### Met1 routing

Scale bar: 20 um. Supply wires on this layer in gray.
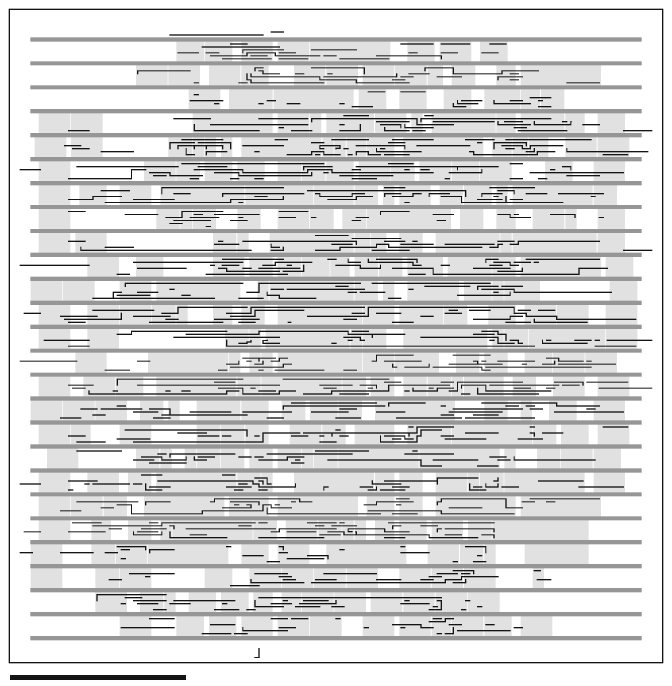
### Routed metal, one color a layer

Only two layers are drawn.
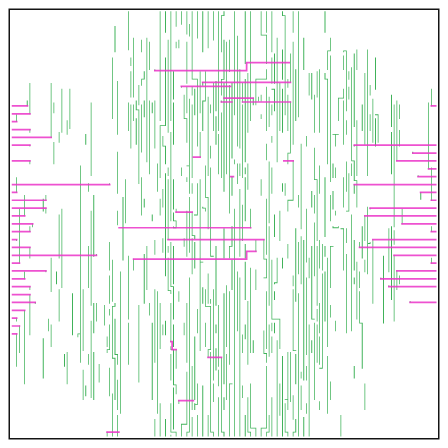
===== src/rtl/if_pc_reg.sv =====
// if_pc_reg: IF-stage PC register with stall, redirect, delay-slot tag,
// fetch AdEL check and halt detect. Define IF_FETCH_COUNT_EN for fetchCount.
module if_pc_reg #(
  parameter logic [31:0] PC_RESET  = 32'h0000_3000,
  parameter logic [31:0] TEXT_END  = 32'h0000_6FFC,
  parameter logic [31:0] EXC_ENTRY = 32'h0000_4180,
  parameter logic [31:0] HALT_ADDR = 32'h0000_417C
) (
  input  logic        clk,
  input  logic        reset,
  input  logic        en,
  input  logic [31:0] npc,
  input  logic        isBranchJump,
  input  logic        excReq,
  input  logic        eret,
  input  logic [31:0] epc,
  output logic [31:0] PC,
  output logic        fetchValid,
  output logic        bd,
  output logic        excAdEL,
  output logic        halted
`ifdef IF_FETCH_COUNT_EN
  ,
  output logic [31:0] fetchCount
`endif
);

  localparam logic [31:0] KTEXT_END = 32'h0000_4FFC;

  typedef enum logic [1:0] {
    S_RUN   = 2'd0,
    S_FLUSH = 2'd1,
    S_HALT  = 2'd2
  } state_t;

  state_t      r_state;
  state_t      w_state_n;
  logic [31:0] r_pc;
  logic [31:0] w_pc_n;
  logic        r_bd;
  logic        w_bd_n;
  logic        w_kernel;
  logic        w_bad;

  always_ff @(posedge clk or posedge reset) begin
    if (reset) begin
      r_state <= S_RUN;
      r_pc    <= PC_RESET;
      r_bd    <= 1'b0;
    end else begin
      r_state <= w_state_n;
      r_pc    <= w_pc_n;
      r_bd    <= w_bd_n;
    end
  end

  // excReq outranks everything, including HALT; eret cannot leave HALT
  always_comb begin
    w_state_n = r_state;
    w_pc_n    = r_pc;
    w_bd_n    = r_bd;
    if (excReq) begin
      w_state_n = S_FLUSH;
      w_pc_n    = EXC_ENTRY;
      w_bd_n    = 1'b0;
    end else if (r_state != S_HALT) begin
      if (eret) begin
        w_state_n = S_FLUSH;
        w_pc_n    = epc;
        w_bd_n    = 1'b0;
      end else if (en) begin
        w_pc_n = npc;
        if (r_state == S_RUN) begin
          w_bd_n = isBranchJump;
          if (npc == HALT_ADDR) begin
            w_state_n = S_HALT;
          end
        end else begin
          w_bd_n    = 1'b0;
          w_state_n = S_RUN;
        end
      end
    end
  end

  assign w_kernel = (r_pc >= HALT_ADDR) && (r_pc <= KTEXT_END);
  assign w_bad    = (r_pc[1:0] != 2'b00) ||
                    (r_pc < PC_RESET) ||
                    (r_pc > TEXT_END);

  assign PC         = r_pc;
  assign bd         = r_bd;
  assign fetchValid = (r_state != S_FLUSH);
  assign halted     = (r_state == S_HALT);
  assign excAdEL    = w_bad && !w_kernel;

`ifdef IF_FETCH_COUNT_EN
  logic [31:0] r_cnt;
  logic        w_cnt_inc;

  assign w_cnt_inc = (r_state == S_RUN) && en && !excReq && !eret;

  always_ff @(posedge clk or posedge reset) begin
    if (reset) begin
      r_cnt <= 32'd0;
    end else if (w_cnt_inc && (r_cnt != 32'hFFFF_FFFF)) begin
      r_cnt <= r_cnt + 32'd1;
    end
  end

  assign fetchCount = r_cnt;
`endif

endmodule


===== config.mk =====
export PLATFORM = sky130hd
export DESIGN_NAME = if_pc_reg
export DESIGN_NICKNAME = d
export VERILOG_FILES = /design/src/rtl/if_pc_reg.sv
export SDC_FILE = /design/constraint.sdc
export NUM_CORES = 1
export LEC_CHECK = 0
export CORE_MARGIN = 2
export CORE_UTILIZATION = 39
export DETAILED_ROUTE_END_ITERATION = 12
export PLACE_DENSITY = 0.87
export SYNTH_ARGS = -nofsm -noshare
export SYNTH_HDL_FRONTEND = slang
export SYNTH_SLANG_ARGS = --single-unit

===== constraint.sdc =====
create_clock -name clk -period 1.7 [get_ports clk]
set_input_delay 0.34 -clock clk [delete_from_list [all_inputs] [get_ports clk]]
set_output_delay 0.34 -clock clk [all_outputs]
set_load 0.02 [all_outputs]

==> impl_metrics.py <==
# Generated from Yosys and OpenROAD reports
metrics = {
    "sta": {
        "rsz0062_at_grt": "yes",
        "layout_min_cycle_time_ps": 2060,
        "totalNegativeSetupSlack_ps": -356,
        "setup_ws_ps": -356,
        "worst_slew_pin_slew_ps": 431,
        "fin_skew_ps": 4.46,
        "setup-violations-final": 1,
    },
    "clock_network": {
        "cts_resized": 44,
        "clk_transition_reported_paths_ps": 70,
        "post-cts-setup-buffers": 0,
        "cts_tree": "done",
        "clock_latency_ps": 290,
        "cts_inserted_buffers": 5,
        "cell_at_the_root_of_the_clock_tree": "clkbuf_8",
        "post_cts_hold_buffer_count": 0,
    },
    "grt": {
        "vias_in_the_first_global_route": 2058,
        "grt_start_max_net_pins": 36,
        "wire_length_of_the_first_global_routing_pass_mm": 9.74,
        "grt_use_total_pct": 24.0,
        "overflow": 0,
    },
    "detailed_routing": {
        "topRoutingLayerUsed": "met4",
        "drt_pre_antenna_iters": 4,
        "met2WireLength_mm": 3.22,
        "drt-met1-wl_mm": 2.67,
        "avgViaCountPerCell": 5.12,
    },
    "logic_synthesis": {
        "synthesis.area_per_instance_um2": 10.1,
        "top_cell": "nor2_1",
        "synth_simple_gate_area_share_pct": 18.2,
        "synth_top_area_share_pct": 43.1,
        "synthCells": 190,
        "synthAdderAreaFrac_pct": 0,
        "ys_top_cells_by_area": "dfrtp_1, mux2i_1, a211oi_1, nor2_1, nor4_1",
        "syn_nets": 260,
        "ys_sh_xor_pct": 0.458,
        "async_reset_ff_share_pct": 100,
        "synth-edff-count": 0,
        "yosys.area.top_type": "dfrtp_1",
        "synth-compound-area-share_pct": 15.0,
        "yosys_register_bits": 35,
    },
    "layout": {
        "num-nets-final": 398,
        "synthToLayoutAreaGrowth_pct": 82.2,
        "regArea_um2": 888,
        "final_cell_mix": "clkdlybuf4s50_1, buf_4, nor2_1",
        "inv_count": 1,
        "n_multi_input_combinational_cell": 139,
        "antenna-diode-count": 0,
        "clockNetworkAreaShare_pct": 3.34,
        "layout_top_cell": "clkdlybuf4s50_1",
        "final_area_mm2": 0.00349,
    },
    "setup_path": {
        "max_fanout_on_critical_path": 2,
        "critical-path-top-delay-family": "simple AND/OR/NAND/NOR gates",
        "critical_path.max_stage_delay_ps": 390,
        "required_time_at_the_worst_slack_endpoint_ps": 1360,
        "critical_path_class": "flip-flop to output pin",
    },
    "status": {
        "violated_checks": "setup timing",
        "status": "complete, but fails checks",
    },
    "power_and_ir_drop": {
        "p_int_mw": 1.73,
        "comb_cell_power_mw": 0.706,
        "comb_power_share_pct": 29.0,
        "maxPowerGroup": "registers",
        "cellLeakagePower_nw": 1.63,
        "vdd_drop_max_mv": 0.372,
        "seq_power_share_pct": 38.9,
        "power.net_switching_mw": 0.707,
        "power.total_mw": 2.43,
    },
    "die": {
        "pin_count": 106,
        "coreArea_mm2": 0.00472,
        "dieHeight_um": 74.1,
        "fp_util_pct": 40.5,
    },
    "job": {
        "timing.max_cap.violations": 0,
    },
    "placed_design": {
        "numPortBuffers": 105,
    },
}
Back to the opening pictures, 'Met1 routing':
nets with wire on the layer: 346
wire length on this layer: 2,670 um
total wirelength of the detailed-routed design: 6.37 mm
detailed-route via count: 2,029
met1 Resource Use GR: 29.4%

Back to the opening pictures, 'Routed metal, one color a layer':
| color | layer | wire length |
|---|---|---|
| magenta | M3 | 379 um |
| green | M2 | 3,220 um |

worst paths after layout:
kind | startpoint | endpoint | slack, ps | cells after the start
min in group clk | eret | PC[7]$_DFFE_PP0P_ | 520 | 4
max in group asynchronous | reset | PC[13]$_DFFE_PP1P_ | 1070 | 3
worst max-delay path | PC[21]$_DFFE_PP0P_ | excAdEL | -360 | 6
worst min-delay path | reset | PC[15]$_DFFE_PP0P_ | 390 | 3
worst min register to register | bd$_DFFE_PP0P_ | bd$_DFFE_PP0P_ | 530 | 1
worst max register to register | r_state[1]$_DFFE_PP0P_ | PC[11]$_DFFE_PP0P_ | 260 | 5
state kept, by name, summed over array words and instances, names as in the netlist:
register  flops
PC           32
bd            1
r_state       2
